==> images/met1.png <==
Supply wires on this layer in grey.
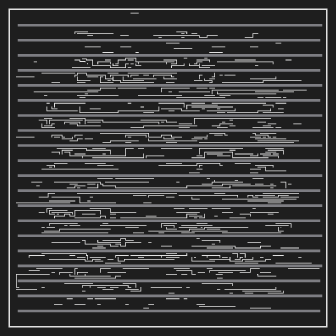
==> images/met2.png <==
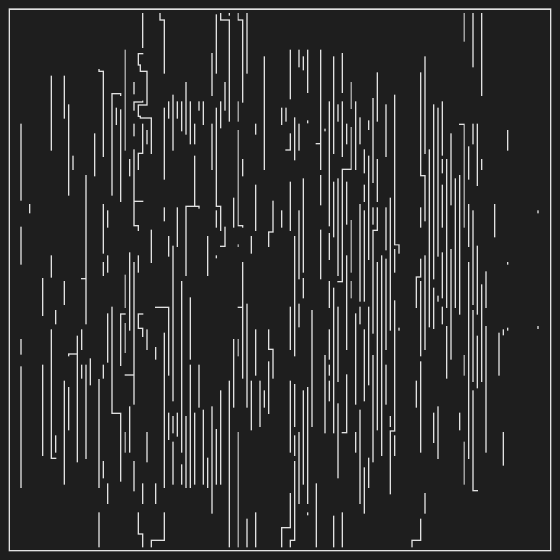
==> images/met3.png <==
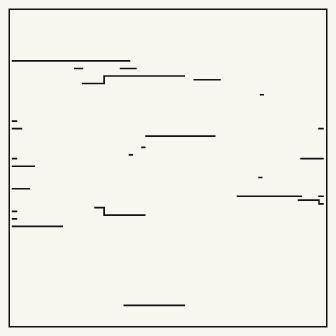
==> images/wire_density.png <==
Bar = 20 um. 11 x 11 tiles, from dark purple (low) to yellow (high), scaled to the fullest tile. Values are wire area over tile area, all layers added.
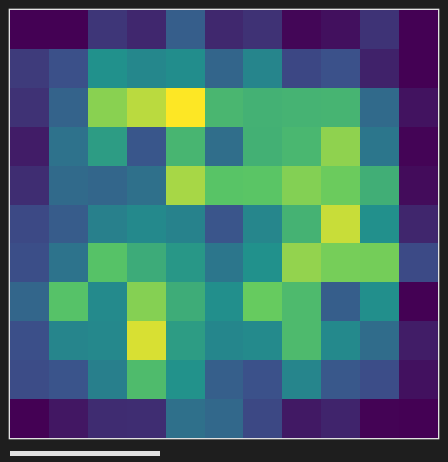
<file path="config.mk">
export PLATFORM = sky130hd
export DESIGN_NAME = counter_seq_ctrl
export DESIGN_NICKNAME = d
export VERILOG_FILES = /design/src/rtl/counter_pkg.sv /design/src/rtl/updn_cnt6.sv /design/src/rtl/counter_seq_ctrl.sv
export SDC_FILE = /design/constraint.sdc
export NUM_CORES = 1
export LEC_CHECK = 0
export CORE_UTILIZATION = 54
export DETAILED_ROUTE_END_ITERATION = 6
export PLACE_DENSITY = 0.82
export SYNTH_ARGS = -nofsm -noshare
export SYNTH_HDL_FRONTEND = slang
export SYNTH_SLANG_ARGS = --single-unit
</file>
<file path="constraint.sdc">
create_clock -name clk -period 3.4 [get_ports clk]
set_input_delay 0.68 -clock clk [delete_from_list [all_inputs] [get_ports clk]]
set_output_delay 0.68 -clock clk [all_outputs]
set_load 0.01 [all_outputs]
</file>
<file path="src/rtl/counter_pkg.sv">
// Shared definitions for the sweep-sequencing counter: controller state encoding
// and step-direction constants.
package counter_pkg;

    typedef enum logic [1:0] {
        ST_IDLE = 2'd0,
        ST_LOAD = 2'd1,
        ST_RUN  = 2'd2,
        ST_DONE = 2'd3
    } state_t;

    localparam logic UP   = 1'b1;
    localparam logic DOWN = 1'b0;

endpackage : counter_pkg

</file>
<file path="src/rtl/updn_cnt6.sv">
// Loadable up/down counter, WIDTH bits, wrapping modulo 2^WIDTH.
// A load takes priority over a count step.
module updn_cnt6
    import counter_pkg::*;
#(
    parameter int WIDTH = 6
) (
    input  logic             clk,
    input  logic             rst_n,
    input  logic             load,
    input  logic [WIDTH-1:0] data,
    input  logic             en,
    input  logic             up_down,
    output logic [WIDTH-1:0] count
);

    logic [WIDTH-1:0] r_count;

    // NOTE: sequential state is written only with non-blocking assignments so every
    // flop samples the pre-edge values, independent of block evaluation order.
    always_ff @(posedge clk or negedge rst_n) begin
        if (!rst_n) begin
            r_count <= '0;
        end else if (load) begin
            r_count <= data;
        end else if (en) begin
            r_count <= (up_down == UP) ? r_count + 1'b1 : r_count - 1'b1;
        end
    end

    assign count = r_count;

endmodule : updn_cnt6

</file>
<file path="src/rtl/counter_seq_ctrl.sv">
// Sweep sequencer: accepts a start/end/direction/repeat command and drives an
// up/down counter through reps+1 sweeps, with pause, abort and a done pulse.
module counter_seq_ctrl
    import counter_pkg::*;
#(
    parameter int WIDTH = 6,
    parameter int REPW  = 4
) (
    input  logic             clk,
    input  logic             rst_n,
    input  logic             cmd_valid,
    output logic             cmd_ready,
    input  logic [WIDTH-1:0] cmd_start,
    input  logic [WIDTH-1:0] cmd_end,
    input  logic             cmd_dir,
    input  logic [REPW-1:0]  cmd_reps,
    input  logic             pause,
    input  logic             abort,
    output logic [WIDTH-1:0] count,
    output logic [REPW-1:0]  sweep_idx,
    output logic             busy,
    output logic             done
);

    state_t           r_state;
    state_t           w_next_state;
    logic [WIDTH-1:0] r_start;
    logic [WIDTH-1:0] r_end;
    logic             r_dir;
    logic [REPW-1:0]  r_reps;
    logic [REPW-1:0]  r_sweep_idx;

    logic             w_accept;
    logic             w_load;
    logic             w_en;
    logic             w_sweep_inc;
    logic             w_done;
    logic [WIDTH-1:0] w_count;

    updn_cnt6 #(
        .WIDTH   (WIDTH)
    ) u_cnt (
        .clk     (clk),
        .rst_n   (rst_n),
        .load    (w_load),
        .data    (r_start),
        .en      (w_en),
        .up_down (r_dir),
        .count   (w_count)
    );

    // NOTE: every signal driven here gets a default first, so no path through the
    // case statement can leave a value unassigned and infer a latch.
    always_comb begin
        w_next_state = r_state;
        w_accept     = 1'b0;
        w_load       = 1'b0;
        w_en         = 1'b0;
        w_sweep_inc  = 1'b0;
        w_done       = 1'b0;
        unique case (r_state)
            ST_IDLE: begin
                if (cmd_valid && !abort) begin
                    w_accept     = 1'b1;
                    w_next_state = ST_LOAD;
                end
            end
            ST_LOAD: begin
                if (abort) begin
                    w_next_state = ST_IDLE;
                end else begin
                    w_load       = 1'b1;
                    w_next_state = ST_RUN;
                end
            end
            ST_RUN: begin
                // Abort wins over pause; pause also masks the terminal-match test.
                if (abort) begin
                    w_next_state = ST_IDLE;
                end else if (!pause) begin
                    if (w_count != r_end) begin
                        w_en = 1'b1;
                    end else if (r_sweep_idx == r_reps) begin
                        w_next_state = ST_DONE;
                    end else begin
                        w_sweep_inc  = 1'b1;
                        w_next_state = ST_LOAD;
                    end
                end
            end
            ST_DONE: begin
                w_done       = !abort;
                w_next_state = ST_IDLE;
            end
            default: w_next_state = ST_IDLE;
        endcase
    end

    always_ff @(posedge clk or negedge rst_n) begin
        if (!rst_n) begin
            r_state     <= ST_IDLE;
            r_start     <= '0;
            r_end       <= '0;
            r_dir       <= DOWN;
            r_reps      <= '0;
            r_sweep_idx <= '0;
        end else begin
            r_state <= w_next_state;
            if (w_accept) begin
                r_start     <= cmd_start;
                r_end       <= cmd_end;
                r_dir       <= cmd_dir;
                r_reps      <= cmd_reps;
                r_sweep_idx <= '0;
            end else if (w_sweep_inc) begin
                r_sweep_idx <= r_sweep_idx + 1'b1;
            end
        end
    end

    assign cmd_ready = (r_state == ST_IDLE) && !abort;
    assign busy      = (r_state == ST_LOAD) || (r_state == ST_RUN);
    assign done      = w_done;
    assign count     = w_count;
    assign sweep_idx = r_sweep_idx;

endmodule : counter_seq_ctrl

</file>
==> impl_metrics.ini <==
; yosys + openroad results
[critical_path]
arrival_ns = 1.95
r2r_end = u_cnt.count[5]$_DFFE_PN0P_
cp-end-kind = primary output
crit-reg2reg-launch = r_dir$_DFFE_PN0P_
cp_max_fo = 5
worst_r2r_path_depth = 7
crit_required_ns = 2.72
cp-start-kind = primary input
critical_path_class = in -> out

[yosys]
ys_top_cells_by_area = dfrtp_1 (44%), nand2_1 (13%), ha_1 (6.9%)
most_common_cell = nand2_1
ys_cells = 173
yosysWarnings = 0
syn_avg_cell_area_um2 = 9.50
yosys.area.top_type = dfrtp_1
mappedNetlistArea_um2 = 1640
async_reset_ff_share_pct = 100
synth_cells = 173
synth_cell_types = 37
edf_count = 0
ys.flop_type = dfrtp_1
top_cells_by_count = nand2_1 (59), dfrtp_1 (29), ha_1 (9)
synth_flops = 29

[pwr]
pwr_density_cell_nw_per_um2 = 860
ir_drop_mv = 0.457

[place]
io_buffers = 34
place_area_um2 = 2010
gp_congestion = 0.798
hpwl_um = 2570

[timing]
drv_slew = 0
worst-slew-pin-transition_ns = 0.700
tns_ns = 0
max_freq_mhz = 380
slew-limit-headroom_pct = 52.9
fin_crit_ns = 2.63
fin_skew_ns = 0.00570

[die]
ioPinCount = 35
rows = 19
dieArea_um2 = 3270

[cts]
cts_tree = built
cts_buffers = 5
ctsResizeCount = 0
cts-root-buf = clkbuf_4
clk_pin_slew_worst_paths_ns = 0.09
worstSkewPairLatency_ns = 0.33
postCtsSetupBuffers = 0
clockBufferDepth = 2

[detailed_routing]
vias_per_cell = 5.51
ant_nets = 0
drt-initial-drc-count = 47
dr.pass1.iters = 7
route.detailed.drc = 2

[finish]
area_growth_pct = 26.7
drive_gt1_share_pct = 8.57
stdcell_area_um2 = 2080
nets = 242
fillerInstances = 219

[global_routing]
grt_max_degree = 30
grt_overflow_total = 0
busiest_layer = met2
antenna_found_initial = 0
grt_pass1_vias = 1365
grt_pass1_wl_um = 6070

[worst_hold_path]
min_path_cells = 2
worstHoldStart = r_start[5]$_DFFE_PN0P_
hold_end = r_start[5]$_DFFE_PN0P_

[flow_run]
drv_cap = 0
tool_warnings = 29

[outcome]
violations = DRC
status = finished with violations
-- met1.png (at the start) --
longest straight run: 17.9 um
nets with wire on the layer: 212
wire length on this layer: 1560 um
main direction: horizontal
total number of vias: 1329
met1 usage: 30.9%

-- met2.png (at the start) --
nets with wire on the layer: 200
longest straight run: 21.1 um
wire length on this layer: 1750 um
Post-Route WL: 3510 um
met2 usage: 40.2%

-- met3.png (at the start) --
wire length on this layer: 126 um
nets with wire on the layer: 20
longest straight run: 21.2 um
main direction: horizontal
share of all routed wire: 3.6%
met3 Track Usage GR: 6.35%

-- wire_density.png (at the start) --
mean over tiles: 0.17
fullest tile: 0.43
tiles over half the peak: 31%
nearly empty tiles: 8.3%
Routed wire per std cell: 14.6 um
gr usage total: 24.8%

placed cells by master (no fill, tap or decap), types with 2 or more instances in the layout:
cell	count
nand2_1	59
clkdlybuf4s50_1	34
dfrtp_1	29
ha_1	9
o21ai_0	7
xor2_1	6
xnor2_1	6
mux2i_1	6
a21oi_1	5
clkbuf_4	5
inv_1	4
nor2_1	4
and2b_1	3
nand2b_1	3
xnor2_2	2
nor2b_1	2
nor4_1	2
o31a_1	2
cell type report:
type / instances / area [um^2] / share of cell area (%)
Multi-Input combinational cell: 135 / 882 / 42.4
Clock buffer: 5 / 37.5 / 1.80
Clock inverter: 2 / 35.0 / 1.68
Sequential cell: 29 / 726 / 34.9
Timing Repair Buffer: 35 / 348 / 16.7
Tap cell: 31 / 38.8 / 1.86
Inverter: 4 / 15.0 / 0.721
routing by layer:
layer  vias to the layer above  routed length, um
met1                       637               1560
met2                        32               1750
met3                         9                126
li1                        651                  -
met4                         0                 73
met5                         -                  0
critical path, stage by stage:
cell and delay, ns:
clkdlybuf4s50_1 0.47, and2b_1 0.26, clkdlybuf4s50_1 0.54
registers in the layout (all words and copies together), names as in the netlist:
signal       cells
r_end            6
r_start          6
u_cnt.count      6
r_reps           4
sweep_idx        4
r_state          2
r_dir            1
power by group:
part | internal, mW | total [mW] | switching (mW) | leakage (nW)
logic | 0.435 | 0.899 | 0.464 | 0.616
clock network | 0.150 | 0.272 | 0.122 | 0.0410
registers | 0.485 | 0.619 | 0.135 | 0.368
total | 1.07 | 1.79 | 0.721 | 1.02
cell families after synthesis:
family,Yosys count,share of synthesized area [%]
muxes,6,3.66
adders and majority gates,10,8.07
AOI/OAI and AO/OA,25,10.8
xor gates and xnor gates,14,8.38
DFF,29,44.2
and+or+nand+nor,80,22.8
buffers and inverters,9,2.13
how the worst max path moves through the flow:
stage | from | end
floorplan | r_dir$_DFFE_PN0P_ | u_cnt.count[5]$_DFFE_PN0P_
CTS | abort | cmd_ready
finish | abort | cmd_ready
detailed placement | abort | cmd_ready
global route | abort | cmd_ready
global placement | abort | cmd_ready
stage by stage:
stage | instances | power, mW | util (%) | worst slack (ns) | hold WS, ns
2_1_floorplan | 173 | 1.23 | - | 1.37 | 0.384
3_3_place_gp | 234 | 1.46 | 71.0 | 0.820 | 0.456
3_5_place_dp | 234 | 1.51 | 71.0 | 0.777 | 0.454
4_1_cts | 241 | 1.80 | 73.6 | 0.761 | 0.477
5_1_grt | 241 | 1.93 | 73.6 | 0.733 | 0.513
6_report | 241 | 1.79 | 73.6 | 0.768 | 0.479
No activity file was given, so power comes from the tool's default toggle rates.
